[src/rtl/gcd_entry_sequencer_pkg.sv]
// Shared definitions for the calculator GCD front end: key codes, result
// error codes and the sequencer state encoding.
package gcd_entry_sequencer_pkg;

  localparam int DW_DEFAULT = 4;

  typedef enum logic [1:0] {
    KEY_DIGIT = 2'b00,
    KEY_ENTER = 2'b01,
    KEY_CLEAR = 2'b10,
    KEY_RSVD  = 2'b11
  } key_type_e;

  typedef enum logic [1:0] {
    ERR_NONE    = 2'b00,
    ERR_OVF     = 2'b01,
    ERR_ZERO    = 2'b10,
    ERR_TIMEOUT = 2'b11
  } res_err_e;

  typedef enum logic [2:0] {
    ST_ENTER_A = 3'd0,
    ST_ENTER_B = 3'd1,
    ST_RUN     = 3'd2,
    ST_DRAIN   = 3'd3,
    ST_PRESENT = 3'd4
  } state_e;

  function automatic logic is_entry_state(input state_e s);
    return (s == ST_ENTER_A) || (s == ST_ENTER_B);
  endfunction

endpackage

[src/rtl/gcd_entry_sequencer_dec_accumulator.sv]
// Decimal digit accumulator shared by both operands: value, digit count and
// sticky overflow flag.
module gcd_entry_sequencer_dec_accumulator #(
  parameter int DW         = 4,
  parameter int MAX_DIGITS = 2
) (
  input  logic          clk,
  input  logic          rst_n,
  input  logic          clear,
  input  logic          load,
  input  logic [3:0]    digit,
  output logic [DW-1:0] value,
  output logic          ovf
);

  localparam int         CW      = $clog2(MAX_DIGITS + 1);
  localparam logic [7:0] MAX_VAL = 8'((1 << DW) - 1);

  logic [DW-1:0] acc_d, acc_q;
  logic [CW-1:0] cnt_d, cnt_q;
  logic          ovf_d, ovf_q;
  logic [7:0]    next_s;

  // next accumulator value; once overflowed, digits are swallowed
  always_comb begin
    next_s = 8'(acc_q) * 8'd10 + {4'd0, digit};
    acc_d  = acc_q;
    cnt_d  = cnt_q;
    ovf_d  = ovf_q;
    if (clear) begin
      acc_d = '0;
      cnt_d = '0;
      ovf_d = 1'b0;
    end else if (load && !ovf_q) begin
      if ((digit > 4'd9) || (next_s > MAX_VAL) || (cnt_q == CW'(MAX_DIGITS))) begin
        ovf_d = 1'b1;
      end else begin
        acc_d = next_s[DW-1:0];
        cnt_d = cnt_q + CW'(1);
      end
    end else begin
      acc_d = acc_q;
    end
  end

  // accumulator state registers
  always_ff @(posedge clk or negedge rst_n) begin
    if (!rst_n) begin
      acc_q <= '0;
      cnt_q <= '0;
      ovf_q <= 1'b0;
    end else begin
      acc_q <= acc_d;
      cnt_q <= cnt_d;
      ovf_q <= ovf_d;
    end
  end

  assign value = acc_q;
  assign ovf   = ovf_q;

endmodule

[src/rtl/gcd_entry_sequencer.sv]
// Keypad front end for the GCD engine: collects two decimal operands, runs the
// engine with a timeout, and presents the result until acknowledged.
module gcd_entry_sequencer
  import gcd_entry_sequencer_pkg::*;
#(
  parameter int DW         = DW_DEFAULT,
  parameter int MAX_DIGITS = 2,
  parameter int TIMEOUT    = 32
) (
  input  logic          clk,
  input  logic          rst_n,
  input  logic          key_valid,
  input  logic [1:0]    key_type,
  input  logic [3:0]    key_digit,
  output logic          key_ready,
  output logic          gcd_start,
  output logic [DW-1:0] gcd_a,
  output logic [DW-1:0] gcd_b,
  input  logic          gcd_done,
  input  logic [DW-1:0] gcd_result,
  input  logic          gcd_error,
  output logic          res_valid,
  output logic [DW-1:0] res_value,
  output logic [1:0]    res_err,
  input  logic          res_ack
);

  localparam int TW = $clog2(TIMEOUT + 1);

  state_e        state_d, state_q;
  logic          key_ready_d, key_ready_q;
  logic          gcd_start_d, gcd_start_q;
  logic [DW-1:0] gcd_a_d, gcd_a_q, gcd_b_d, gcd_b_q;
  logic          res_valid_d, res_valid_q;
  logic [DW-1:0] res_value_d, res_value_q;
  logic [1:0]    res_err_d, res_err_q;
  logic [TW-1:0] tmo_d, tmo_q;

  key_type_e     key_type_s;
  logic          key_take_s, acc_clear_s, acc_load_s, acc_ovf_s;
  logic [DW-1:0] acc_value_s;

  assign key_type_s  = key_type_e'(key_type);
  assign key_take_s  = key_valid && key_ready_q;
  assign acc_clear_s = key_take_s && ((key_type_s == KEY_ENTER) || (key_type_s == KEY_CLEAR));
  assign acc_load_s  = key_take_s && (key_type_s == KEY_DIGIT);

  gcd_entry_sequencer_dec_accumulator #(.DW(DW), .MAX_DIGITS(MAX_DIGITS)) u_acc (
    .clk   (clk),
    .rst_n (rst_n),
    .clear (acc_clear_s),
    .load  (acc_load_s),
    .digit (key_digit),
    .value (acc_value_s),
    .ovf   (acc_ovf_s)
  );

  // sequencer next-state and next-output logic
  always_comb begin
    state_d     = state_q;
    gcd_start_d = gcd_start_q;
    gcd_a_d     = gcd_a_q;
    gcd_b_d     = gcd_b_q;
    res_valid_d = res_valid_q;
    res_value_d = res_value_q;
    res_err_d   = res_err_q;
    tmo_d       = tmo_q;
    case (state_q)
      ST_ENTER_A, ST_ENTER_B: begin
        if (key_take_s) begin
          case (key_type_s)
            KEY_ENTER: begin
              if (acc_ovf_s) begin
                state_d     = ST_PRESENT;
                res_valid_d = 1'b1;
                res_value_d = '0;
                res_err_d   = ERR_OVF;
              end else if (state_q == ST_ENTER_A) begin
                gcd_a_d = acc_value_s;
                state_d = ST_ENTER_B;
              end else begin
                gcd_b_d     = acc_value_s;
                gcd_start_d = 1'b1;
                tmo_d       = '0;
                state_d     = ST_RUN;
              end
            end
            KEY_CLEAR: begin
              gcd_a_d = '0;
              state_d = ST_ENTER_A;
            end
            default: state_d = state_q;
          endcase
        end else begin
          state_d = state_q;
        end
      end
      ST_RUN: begin
        // done takes priority over a coincident timeout
        if (gcd_done) begin
          res_value_d = gcd_result;
          res_err_d   = gcd_error ? ERR_ZERO : ERR_NONE;
          gcd_start_d = 1'b0;
          state_d     = ST_DRAIN;
        end else if (tmo_q == TW'(TIMEOUT - 1)) begin
          res_value_d = '0;
          res_err_d   = ERR_TIMEOUT;
          gcd_start_d = 1'b0;
          state_d     = ST_DRAIN;
        end else begin
          tmo_d = tmo_q + TW'(1);
        end
      end
      ST_DRAIN: begin
        if (!gcd_done) begin
          res_valid_d = 1'b1;
          state_d     = ST_PRESENT;
        end else begin
          state_d = state_q;
        end
      end
      ST_PRESENT: begin
        if (res_ack) begin
          res_valid_d = 1'b0;
          gcd_a_d     = '0;
          gcd_b_d     = '0;
          state_d     = ST_ENTER_A;
        end else begin
          state_d = state_q;
        end
      end
      default: begin
        gcd_start_d = 1'b0;
        res_valid_d = 1'b0;
        state_d     = ST_ENTER_A;
      end
    endcase
    key_ready_d = is_entry_state(state_d);
  end

  // sequencer state and registered outputs
  always_ff @(posedge clk or negedge rst_n) begin
    if (!rst_n) begin
      state_q     <= ST_ENTER_A;
      key_ready_q <= 1'b0;
      gcd_start_q <= 1'b0;
      gcd_a_q     <= '0;
      gcd_b_q     <= '0;
      res_valid_q <= 1'b0;
      res_value_q <= '0;
      res_err_q   <= 2'b00;
      tmo_q       <= '0;
    end else begin
      state_q     <= state_d;
      key_ready_q <= key_ready_d;
      gcd_start_q <= gcd_start_d;
      gcd_a_q     <= gcd_a_d;
      gcd_b_q     <= gcd_b_d;
      res_valid_q <= res_valid_d;
      res_value_q <= res_value_d;
      res_err_q   <= res_err_d;
      tmo_q       <= tmo_d;
    end
  end

  assign key_ready = key_ready_q;
  assign gcd_start = gcd_start_q;
  assign gcd_a     = gcd_a_q;
  assign gcd_b     = gcd_b_q;
  assign res_valid = res_valid_q;
  assign res_value = res_value_q;
  assign res_err   = res_err_q;

endmodule

[config.mk]
export PLATFORM = sky130hd
export DESIGN_NAME = gcd_entry_sequencer
export DESIGN_NICKNAME = d
export VERILOG_FILES = /design/src/rtl/gcd_entry_sequencer_pkg.sv /design/src/rtl/gcd_entry_sequencer_dec_accumulator.sv /design/src/rtl/gcd_entry_sequencer.sv
export SDC_FILE = /design/constraint.sdc
export NUM_CORES = 1
export LEC_CHECK = 0
export ABC_AREA = 1
export ABC_CLOCK_PERIOD_IN_PS = 4350
export CORE_UTILIZATION = 57
export DETAILED_ROUTE_END_ITERATION = 8
export HOLD_SLACK_MARGIN = 0.1
export MAX_ROUTING_LAYER = met4
export PLACE_DENSITY = 0.85
export SLEW_MARGIN = 0
export SYNTH_ARGS = -nofsm -noshare
export SYNTH_HDL_FRONTEND = slang
export SYNTH_SLANG_ARGS = --single-unit
[constraint.sdc]
create_clock -name clk -period 4.35 [get_ports clk]
set_input_delay 0.87 -clock clk [delete_from_list [all_inputs] [get_ports clk]]
set_output_delay 0.87 -clock clk [all_outputs]
set_load 0.05 [all_outputs]
==> flow_summary.yaml <==
# synthesis and place-and-route metrics
place:
  io_buffer_count: 32
  gp_congestion: 0.8744
  placed_cells: 328
critical_path:
  crit_family: "adder cells"
  crit_path_top_delay_cell: "fa_1"
  crit_chain: "ha_1 -> ha_1 -> fa_1 -> o21ai_0 -> nand2_1 -> nor2_1 -> nand2_1 -> nor2_1 -> nand3_1 -> nand2_1 -> nand3_1 -> nand2_1"
  path_max_fanout: 6
  crit_path_frequent_cell: "nand2_1"
  cp.depth: 12
  worst_r2r_path_depth: 12
  critical_path.max_stage_delay_ps: 510
floorplan:
  num_rows: 21
  core-area_um2: 3363
  initial_core_util_pct: 59.60
  io_pins: 33
  die-area_um2: 3758
pwr:
  share_seq_of_total_power_pct: 34.8
  switching_share_pct: 48.53
  power_switching_w: 0.0007012
  comb_power_share_pct: 53.9
  vdd_drop_max_mv: 0.3475
  leakage_nw: 1.231
  p_total_w: 0.001445
  p_clk_share_pct: 11.3
clock_tree:
  postCtsHoldBufs: 0
  path_clk_slew_ps: 100
  cts_setup_buffers: 0
  htree_levels: 2
  cts_resized: 0
global_route:
  grt.overflow.total: 0
  grt_pass1_wl_um: 6665
  antenna_found_initial: 0
synth:
  area_leaders: "dfrtp_1, nand2_1, ha_1, inv_1, nand3_1"
  avgSynthCellArea_um2: 8.018
  synth-edff-count: 0
  synthArstFlopShare_pct: 100.0
  fp_nets: 281
  yosysChipArea_um2: 2004
  yosys_warnings: 0
flow_run:
  tool_warnings: 29
  cap_violations: 0
min_path:
  hold_start: "res_value[1]"
  holdPathStages: 2
run_status:
  status: "completed"
timing:
  finalClockPeriodUsage_pct: 62.70
  tightest_slew_ps: 494.2
  period_minus_slack_ps: 2727
cells_and_area:
  area_delta_synth_final_pct: 21.60
  fin_cells: 336
  lay_top_cells: "nand2_1, dfrtp_1, inv_1, clkdlybuf4s50_1, nand3_1"
==> flip-flops by register name, summed over array words and instances (netlist names) <==
register and flops:
state_q 3, res_err 2, gcd_a 4, key_ready 1, tmo_q 6, u_acc.cnt_q 2, res_valid 1, gcd_start 1
u_acc.value 4, res_value 4, u_acc.ovf 1, gcd_b 4
==> power groups by stage <==
stage / Sequential [W] / Combinational [W] / Clock [W]
global route: 0.000515 / 0.000865 / 0.000179
CTS: 0.000502 / 0.000780 / 0.000166
floorplan: 0.000702 / 0.000349 / 0
global placement: 0.000503 / 0.000761 / 0
detailed placement: 0.000506 / 0.000778 / 0
finish: 0.000502 / 0.000779 / 0.000163
==> how the worst max path moves through the flow <==
stage | start | endpoint
after CTS | u_acc.value[1] | u_acc.cnt_q[1]
after global placement | key_digit[1] | u_acc.value[2]
after detailed placement | key_digit[1] | u_acc.cnt_q[1]
after floorplan | u_acc.value[1] | u_acc.cnt_q[0]
after global routing | u_acc.value[1] | u_acc.cnt_q[0]
final | u_acc.value[1] | u_acc.cnt_q[1]
==> Yosys cell counts (2+ instances only) <==
cell type and count:
inv_2 4, a21oi_1 2, nand4_1 3, o21ai_1 9
o211ai_1 2, dfrtp_1 33, fa_1 2, xor2_1 3
nand2_2 5, nand3_1 21, ha_1 13, nor2_4 2
nor2_1 14, o31ai_1 4, inv_1 32, nor2_2 2
nand2_1 74, o21ai_0 11, a21oi_2 3, or2_2 2
==> worst min-delay path, delay by kind of cell (launching register included) <==
| family | cells | cell delay, ps |
|---|---|---|
| flops | 1 | 350 |
| simple gates | 2 | 100 |
==> routing by layer <==
| layer | routed length (µm) | GRT usage (%) | up-vias |
|---|---|---|---|
| li1 | - | - | 886 |
| met1 | 1928 | 33.20 | 803 |
| met2 | 1853 | 39.29 | 36 |
| met3 | 145 | 6.513 | 6 |
| met4 | 45 | 6.169 | 0 |
| met5 | 0 | - | - |
==> cells by family (layout without fill, tap and decap cells) <==
kind of cell | count (synthesis) | after routing | share of synthesized area [%]
compound gates | 34 | 34 | 10.30
xor+xnor | 3 | 3 | 1.311
fa+ha+maj | 15 | 15 | 10.11
buf+inv | 37 | 77 | 6.929
flops | 33 | 33 | 41.20
mux | 1 | 1 | 0.4994
simple gates | 127 | 127 | 29.65
==> cell type report <==
| type | instances | area [µm²] | area share [%] |
|---|---|---|---|
| timing repair buffer | 33 | 327.8 | 13.45 |
| sequential | 33 | 825.8 | 33.88 |
| clock inverter | 2 | 10.01 | 0.4107 |
| inverter | 36 | 135.1 | 5.544 |
| multi-input combinational | 180 | 1040 | 42.66 |
| tap | 46 | 57.56 | 2.361 |
| clock buffer | 6 | 41.29 | 1.694 |
==> through the flow <==
stage	utilization, %	hold slack, ps	worst slack [ps]	cell area [µm²]
after floorplan	-	475.8	2060	2004
after global placement	70.94	457.7	1479	2386
after detailed placement	70.94	463.3	1352	2386
after CTS	72.47	485.9	1651	2437
after global routing	72.47	511.8	1380	2437
final	72.47	481.0	1623	2437
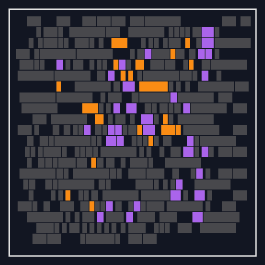
(images/gate_families.png)
(4 px per µm)
Purple marks inverting AOI/OAI gates, cells 33, most used o21ai_0. Orange marks NOR gates, cells 20, most used nor2_1.

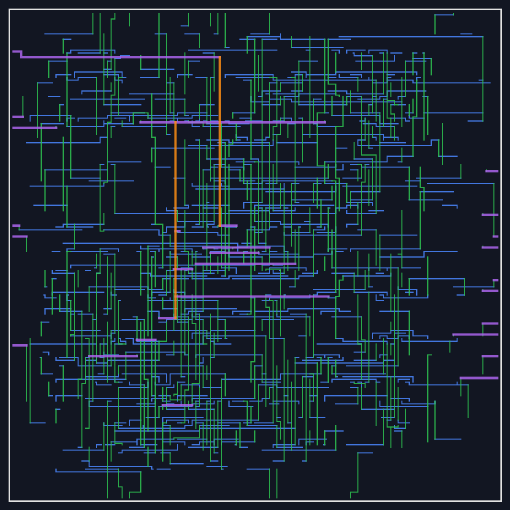
(images/metal_stack.png)
(8 px per µm)
Green marks met2, wire length 1850 µm. Purple marks met3, wire length 145 µm. Blue marks met1, wire length 1930 µm. Orange marks met4, wire length 45.6 µm.
Routed WL: 3973 µm
WL per Instance: 11.82 µm
GR Util All Layers: 25.32%
Vias: 1731

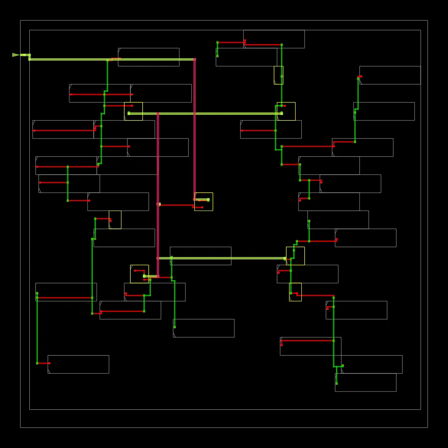
(images/final_clocks.png)
CTS buffer count: 5
clk_skew: 7.385 ps

Power figures rest on the tool's default switching activity, not on a simulated workload.
